run_1/congestion.png
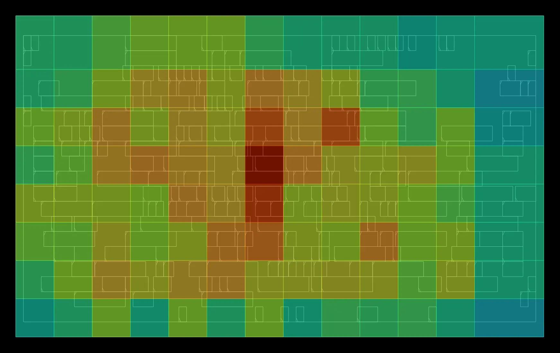
run_1/clk_routes.png
Scale: 8 px per um.
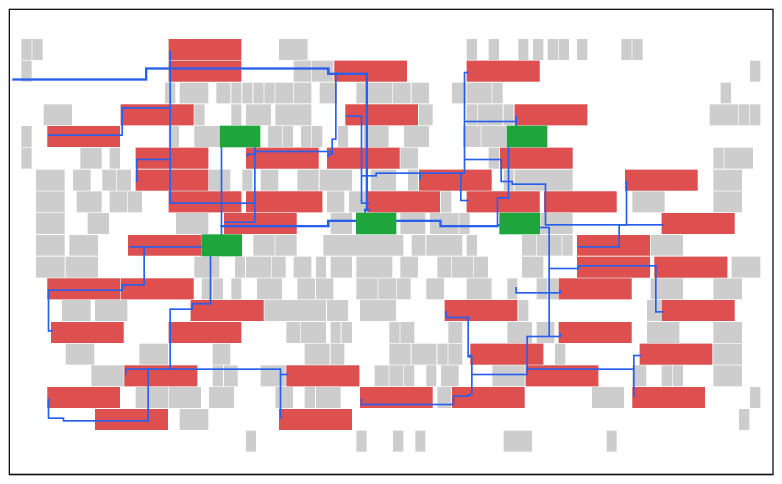
run_1/cell_density.png
Scale: 4 px per um. 10 x 6 tiles, from white (low) to dark blue (high), 0 to 100% covered.
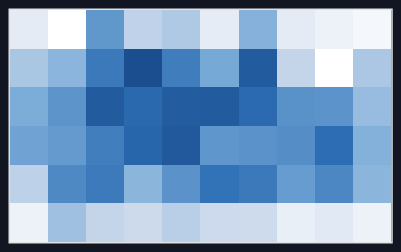
`config.mk`:
```
export PLATFORM = sky130hd
export DESIGN_NAME = tos_count_decoder
export DESIGN_NICKNAME = d
export VERILOG_FILES = /design/src/rtl/tos_dec_pkg.sv /design/src/rtl/tos_gap_detector.sv /design/src/rtl/tos_count_decoder.sv
export SDC_FILE = /design/constraint.sdc
export NUM_CORES = 1
export LEC_CHECK = 0
export CORE_ASPECT_RATIO = 0.6
export CORE_MARGIN = 1
export CORE_UTILIZATION = 45
export CTS_CLUSTER_DIAMETER = 200
export CTS_CLUSTER_SIZE = 30
export DETAILED_ROUTE_END_ITERATION = 10
export PLACE_DENSITY = 0.69
export SLEW_MARGIN = 20
export SYNTH_ARGS = -nofsm -noshare
export SYNTH_HDL_FRONTEND = slang
export SYNTH_SLANG_ARGS = --single-unit
```
`constraint.sdc`:
```
create_clock -name clk_tf -period 2.3 [get_ports clk_tf]
set_input_delay 0.46 -clock clk_tf [delete_from_list [all_inputs] [get_ports clk_tf]]
set_output_delay 0.46 -clock clk_tf [all_outputs]
set_load 0.01 [all_outputs]
```
`src/rtl/tos_dec_pkg.sv`:
```
// ---------------------------------------------------------------------------
// tos_dec_pkg
// Shared types for the top-of-second count decoder:
//   tos_state_e  - window FSM state (S_idle / S_count)
//   tos_result_t - one window measurement (count, timeout, overflow, phase)
// The result fields are sized for the widest supported configuration; the
// decoder uses the low CW / PW bits and keeps the rest at zero.
// Optional feature macro used by the decoder: TOS_DEC_PHASE_EN.
// ---------------------------------------------------------------------------
package tos_dec_pkg;

   localparam int unsigned RES_CNT_W = 32'd32;
   localparam int unsigned RES_PH_W  = 32'd32;

   typedef enum logic [0:0] {
      S_idle  = 1'b0,
      S_count = 1'b1
   } tos_state_e;

   typedef struct packed {
      logic [RES_CNT_W-1:0] count;
      logic                 timeout;
      logic                 overflow;
      logic [RES_PH_W-1:0]  phase;
   } tos_result_t;

endpackage : tos_dec_pkg

```
`src/rtl/tos_gap_detector.sv`:
```
// ---------------------------------------------------------------------------
// tos_gap_detector
// Rising-edge detector and low-run gap detector for the gated slow clock.
// Ports:
//   clk_tf         in  - single clock, rising edge
//   rst            in  - asynchronous active-high reset
//   stop_tos_count in  - gated slow clock, synchronous to clk_tf
//   run_clear      in  - restarts the low-run counter (top of second)
//   rise           out - stop_tos_count high while its registered copy is low
//   gap            out - low run has reached SlowClockPeriod cycles
// ---------------------------------------------------------------------------
module tos_gap_detector #(
   parameter int unsigned SlowClockPeriod = 32'd1920
) (
   input  logic clk_tf,
   input  logic rst,
   input  logic stop_tos_count,
   input  logic run_clear,
   output logic rise,
   output logic gap
);

   localparam int unsigned   RW      = $clog2(SlowClockPeriod + 32'd1);
   localparam logic [RW-1:0] RUN_MAX = RW'(SlowClockPeriod);

   logic          stc_q;
   logic          stc_d;
   logic [RW-1:0] run_q;
   logic [RW-1:0] run_d;

   // Next value of the edge register and the saturating low-run counter.
   always_comb begin
      stc_d = stop_tos_count;
      run_d = run_q;
      if (run_clear) begin
         run_d = '0;
      end else if (stop_tos_count) begin
         run_d = '0;
      end else if (run_q < RUN_MAX) begin
         run_d = run_q + RW'(1'b1);
      end else begin
         run_d = run_q;
      end
   end

   // Edge register resets high so a slow clock already high at reset
   // release is not mistaken for a rising edge.
   always_ff @(posedge clk_tf or posedge rst) begin
      if (rst) begin
         stc_q <= 1'b1;
         run_q <= '0;
      end else begin
         stc_q <= stc_d;
         run_q <= run_d;
      end
   end

   assign rise = stop_tos_count & ~stc_q;
   assign gap  = (run_q >= RUN_MAX);

endmodule : tos_gap_detector

```
`src/rtl/tos_count_decoder.sv`:
```
// ---------------------------------------------------------------------------
// tos_count_decoder
// Counts rising edges of the gated slow clock between a top-of-second mark
// and the next gap (or the next mark) and hands each window out through a
// valid/ready result register.
// Ports:
//   clk_tf          in  - single clock, rising edge
//   rst             in  - asynchronous active-high reset
//   tos_mark        in  - 1-cycle pulse, next edge is top of second
//   stop_tos_count  in  - gated slow clock
//   result_ready    in  - consumer accepts the held result
//   result_valid    out - result registers hold an unconsumed measurement
//   result_count    out - rising edges counted in the window (CW bits)
//   result_timeout  out - window closed by tos_mark rather than by a gap
//   result_overflow out - count saturated at MaxCount
//   result_overrun  out - sticky, a result was dropped while valid was high
//   result_phase    out - clk_tf cycles from tos_mark to last counted edge
// Optional feature: define TOS_DEC_PHASE_EN to build the phase counter;
// otherwise result_phase is constant zero.
// ---------------------------------------------------------------------------
module tos_count_decoder
   import tos_dec_pkg::*;
#(
   parameter  int unsigned ClocksPerSecond = 32'd19200000,
   parameter  int unsigned SlowClockPeriod = 32'd1920,
   localparam int unsigned MaxCount        = ClocksPerSecond / SlowClockPeriod,
   localparam int unsigned CW              = $clog2(MaxCount + 32'd1),
   localparam int unsigned PW              = $clog2(ClocksPerSecond)
) (
   input  logic          clk_tf,
   input  logic          rst,
   input  logic          tos_mark,
   input  logic          stop_tos_count,
   input  logic          result_ready,
   output logic          result_valid,
   output logic [CW-1:0] result_count,
   output logic          result_timeout,
   output logic          result_overflow,
   output logic          result_overrun,
   output logic [PW-1:0] result_phase
);

   localparam logic [CW-1:0] MAX_CNT = CW'(MaxCount);

   tos_state_e    state_q;
   tos_state_e    state_d;
   logic [CW-1:0] cnt_q;
   logic [CW-1:0] cnt_d;
   logic          ovf_q;
   logic          ovf_d;
   tos_result_t   res_q;
   tos_result_t   res_d;
   logic          valid_q;
   logic          valid_d;
   logic          overrun_q;
   logic          overrun_d;

   logic          rise_s;
   logic          gap_s;
   logic          load_s;
   logic          ld_timeout_s;
   logic          count_edge_s;
   logic [PW-1:0] ld_phase_s;
   tos_result_t   ld_s;
   logic          unused_res_s;

   tos_gap_detector #(
      .SlowClockPeriod(SlowClockPeriod)
   ) u_gap (
      .clk_tf         (clk_tf),
      .rst            (rst),
      .stop_tos_count (stop_tos_count),
      .run_clear      (tos_mark),
      .rise           (rise_s),
      .gap            (gap_s)
   );

   // FSM state register.
   always_ff @(posedge clk_tf or posedge rst) begin
      if (rst) begin
         state_q <= S_idle;
      end else begin
         state_q <= state_d;
      end
   end

   // FSM next state: a mark always (re)opens a window, even on a gap cycle.
   always_comb begin
      state_d = state_q;
      case (state_q)
         S_idle: begin
            if (tos_mark) state_d = S_count;
            else          state_d = S_idle;
         end
         S_count: begin
            if (tos_mark)   state_d = S_count;
            else if (gap_s) state_d = S_idle;
            else            state_d = S_count;
         end
         default: state_d = S_idle;
      endcase
   end

   // FSM outputs: when a window closes, and whether it was closed by a mark.
   always_comb begin
      load_s       = 1'b0;
      ld_timeout_s = 1'b0;
      case (state_q)
         S_idle: begin
            load_s       = 1'b0;
            ld_timeout_s = 1'b0;
         end
         S_count: begin
            load_s       = tos_mark | gap_s;
            ld_timeout_s = tos_mark & ~gap_s;
         end
         default: begin
            load_s       = 1'b0;
            ld_timeout_s = 1'b0;
         end
      endcase
   end

   // An edge coincident with the mark belongs to the new window.
   assign count_edge_s = rise_s & (tos_mark | ((state_q == S_count) & (cnt_q < MAX_CNT)));

   // Window edge counter with saturation and overflow flag.
   always_comb begin
      cnt_d = cnt_q;
      ovf_d = ovf_q;
      if (tos_mark) begin
         cnt_d = rise_s ? CW'(1'b1) : '0;
         ovf_d = 1'b0;
      end else if ((state_q == S_count) && rise_s) begin
         if (cnt_q < MAX_CNT) begin
            cnt_d = cnt_q + CW'(1'b1);
         end else begin
            cnt_d = cnt_q;
            ovf_d = 1'b1;
         end
      end else begin
         cnt_d = cnt_q;
         ovf_d = ovf_q;
      end
   end

   // Window counter registers.
   always_ff @(posedge clk_tf or posedge rst) begin
      if (rst) begin
         cnt_q <= '0;
         ovf_q <= 1'b0;
      end else begin
         cnt_q <= cnt_d;
         ovf_q <= ovf_d;
      end
   end

`ifdef TOS_DEC_PHASE_EN
   logic [PW-1:0] ph_q;
   logic [PW-1:0] ph_d;
   logic [PW-1:0] wph_q;
   logic [PW-1:0] wph_d;

   // Cycles since the mark (saturating); latched on every counted edge.
   always_comb begin
      ph_d  = ph_q;
      wph_d = wph_q;
      if (tos_mark) begin
         ph_d = '0;
      end else if (ph_q != {PW{1'b1}}) begin
         ph_d = ph_q + PW'(1'b1);
      end else begin
         ph_d = ph_q;
      end
      if (tos_mark) begin
         wph_d = '0;
      end else if (count_edge_s) begin
         wph_d = ph_d;
      end else begin
         wph_d = wph_q;
      end
   end

   // Phase counter registers.
   always_ff @(posedge clk_tf or posedge rst) begin
      if (rst) begin
         ph_q  <= '0;
         wph_q <= '0;
      end else begin
         ph_q  <= ph_d;
         wph_q <= wph_d;
      end
   end

   assign ld_phase_s = wph_q;
`else
   assign ld_phase_s = '0;
`endif

   // Assemble the measurement that a closing window hands out.
   always_comb begin
      ld_s               = '0;
      ld_s.count[CW-1:0] = cnt_q;
      ld_s.timeout       = ld_timeout_s;
      ld_s.overflow      = ovf_q;
      ld_s.phase[PW-1:0] = ld_phase_s;
   end

   // Result hand-off: a load while a result is still unconsumed is dropped
   // and flagged; a load on the handshake cycle replaces the result.
   always_comb begin
      res_d     = res_q;
      valid_d   = valid_q;
      overrun_d = overrun_q;
      if (load_s) begin
         if (valid_q && !result_ready) begin
            overrun_d = 1'b1;
         end else begin
            res_d   = ld_s;
            valid_d = 1'b1;
         end
      end else if (valid_q && result_ready) begin
         valid_d = 1'b0;
      end else begin
         valid_d = valid_q;
      end
   end

   // Result registers; overrun is cleared only by reset.
   always_ff @(posedge clk_tf or posedge rst) begin
      if (rst) begin
         res_q     <= '0;
         valid_q   <= 1'b0;
         overrun_q <= 1'b0;
      end else begin
         res_q     <= res_d;
         valid_q   <= valid_d;
         overrun_q <= overrun_d;
      end
   end

   // The wide result fields carry spare high bits that are always zero.
   assign unused_res_s = ^res_q;

   assign result_valid    = valid_q;
   assign result_count    = res_q.count[CW-1:0];
   assign result_timeout  = res_q.timeout;
   assign result_overflow = res_q.overflow;
   assign result_overrun  = overrun_q;
   assign result_phase    = res_q.phase[PW-1:0];

endmodule : tos_count_decoder

```
==> results.sh, run 1 <==
# flow metrics
export IMPL_outcome="finished, final reports clean"
export IMPL_clkPwrFrac_pct=33.2
export IMPL_grt_max_degree=28
export IMPL_ant_nets=0
export IMPL_edf_count=0
export IMPL_min_path_type="reg2reg"
export IMPL_powerClk_uw=469
export IMPL_syn2layout_area_growth_pct=12.94
export IMPL_viasPerCell=5.118
export IMPL_dr_pass1_iters=4
export IMPL_top_area_share_pct=47.92
export IMPL_lay_top_cells="dfrtp_1 (45), conb_1 (25), nor2_1 (24)"
export IMPL_grt_pass1_wl_mm=7.410
export IMPL_clk_root_buffer_cell="clkbuf_8"
export IMPL_met1Wirelength_mm=2.371
export IMPL_critPathKind="reg2reg"
export IMPL_antenna_found_initial=0
export IMPL_powerComb_uw=113
export IMPL_intPower_uw=1078
export IMPL_crit_end="cnt_q[9]$_DFFE_PP0P_"
export IMPL_logic_gates=163
export IMPL_die_x_um=95.29
export IMPL_netSwitchingFraction_pct=23.70
export IMPL_highest_layer="met4"
export IMPL_r2r_end="cnt_q[9]$_DFFE_PP0P_"
export IMPL_synth_cell_type_count=46
export IMPL_syn_avg_cell_area_um2=10.54
export IMPL_dp_cells=306
export IMPL_p_per_area_mw_per_mm2=532.2
export IMPL_critPathMaxFanout=8
export IMPL_clk_latency_ns=0.29
export IMPL_path_cells="nor4_4 -> o21ai_2 -> a2111oi_4 -> a21oi_1 -> a31o_1"
export IMPL_peakVddDrop_uv=277.4
export IMPL_synth_area_mm2=0.002350
export IMPL_area_leaders="dfrtp_1 (48%), buf_4 (8.0%), mux2_2 (6.2%)"
export IMPL_crit_slowest_cell="a2111oi_4"
export IMPL_clock_skew_ns=0.008619
export IMPL_buffers=26
export IMPL_synthArstFlopShare_pct=100.0
export IMPL_logic_area_mm2=0.001050
export IMPL_simple_gate_share_pct=16.13
export IMPL_power_uw=1412
export IMPL_p_sw_uw=334.7
export IMPL_arrival_ns=2.09
export IMPL_place_area_mm2=0.002574
export IMPL_pwr_share_seq_pct=58.8
Back to the opening pictures, congestion.png:
met1 GRT Util: 30.14%
grt peak-use layer: met1
M3 GR Usage: 5.249%
Util after Layout: 55.54%

Back to the opening pictures, clk_routes.png:
[clock drivers] green | count: 5
[clock wires] blue | length: 538 um
[flip-flops] red | count: 46
flops lie: spread over the die

Back to the opening pictures, cell_density.png:
nearly empty tiles: 3.3%
mean over tiles: 47%
tiles over 75% full: 17%

==> inputs of run 2 (changes only) <==
clock period = 1.8 ns   (was 2.3 ns; I/O delays follow)
==> run 2 against run 1 <==
Compared with the run above: sequential power rose by 28%; sequential cell count unchanged; global-route usage increased by 1.4 points; synthesized cell count unchanged; register-to-register slack worse by 0.34 ns; utilization is 5.0 points higher; maximum frequency grew 8.9%; die area unchanged; combinational power rose by 53%.
==> results.sh, run 2 <==
# flow metrics
export IMPL_outcome="finished, final reports clean"
export IMPL_path_cells="nor4_4 -> o21ai_4 -> a2111oi_4 -> a21oi_1 -> a31o_1"
export IMPL_highest_layer="met4"
export IMPL_lay_top_cells="dfrtp_1 (43), buf_4 (28), conb_1 (25)"
export IMPL_area_leaders="dfrtp_1 (48%), buf_4 (8.0%), mux2_2 (6.2%)"
export IMPL_powerClk_uw=658
export IMPL_syn_avg_cell_area_um2=10.54
export IMPL_viasPerCell=4.953
export IMPL_min_path_type="in2async"
export IMPL_peakVddDrop_uv=436.3
export IMPL_crit_end="cnt_q[9]$_DFFE_PP0P_"
export IMPL_port_buffers=22
export IMPL_critPathMaxFanout=5
export IMPL_synth_area_mm2=0.002350
export IMPL_ios=48
export IMPL_clkPwrFrac_pct=34.8
export IMPL_r2r_end="cnt_q[9]$_DFFE_PP0P_"
export IMPL_crit_slowest_cell="dfrtp_2"
export IMPL_p_per_area_mw_per_mm2=653.3
export IMPL_edf_count=0
export IMPL_powerComb_uw=173
export IMPL_grt_use_met3_pct=6.693
export IMPL_gp_congestion=0.8143
export IMPL_p_sw_uw=458.3
export IMPL_top_area_share_pct=47.92
export IMPL_arrival_ns=1.95
export IMPL_dp_cells=330
export IMPL_clk_root_buffer_cell="clkbuf_8"
export IMPL_die_x_um=95.29
export IMPL_pwr_share_seq_pct=56.0
export IMPL_logic_area_mm2=0.001066
export IMPL_netSwitchingFraction_pct=24.26
export IMPL_clock_skew_ns=0.009008
export IMPL_ys_flops=46
export IMPL_sh_comb_area_pct=36.87
export IMPL_place_area_mm2=0.002766
export IMPL_grt_max_degree=22
export IMPL_clk_latency_ns=0.31
export IMPL_met1Wirelength_mm=2.604
export IMPL_busiest_layer="met1"
export IMPL_simple_gate_share_pct=16.13
export IMPL_ant_nets=0
export IMPL_synth_cell_type_count=46
export IMPL_dr_pass1_iters=5
export IMPL_power_uw=1889
export IMPL_synthArstFlopShare_pct=100.0
export IMPL_logic_gates=163
export IMPL_buffers=52
export IMPL_critPathKind="reg2reg"
export IMPL_syn2layout_area_growth_pct=23.06
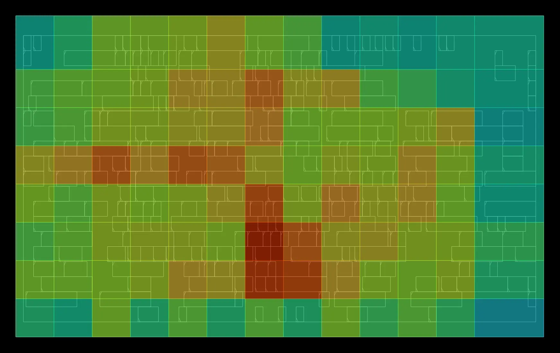
run_2/congestion.png
Util after Layout: 60.51%
All-Layer GR Usage: 19.47%
met1 GRT Util: 32.43%
drt wl/cell: 13.38 um

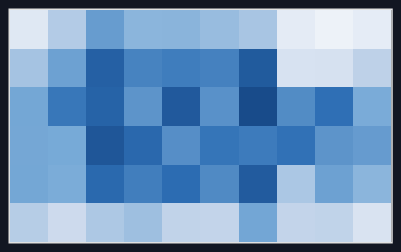
run_2/cell_density.png
Scale: 4 px per um. 10 x 6 tiles, from white (low) to dark blue (high), 0 to 100% covered.
fullest tile: 89%
densest ninth of the die: middle
emptiest ninth of the die: top right
tiles over 75% full: 17%
mean over tiles: 51%
core area: 0.004778 mm^2
FP Util: 49.18%

Power and IR drop assume default switching activity.
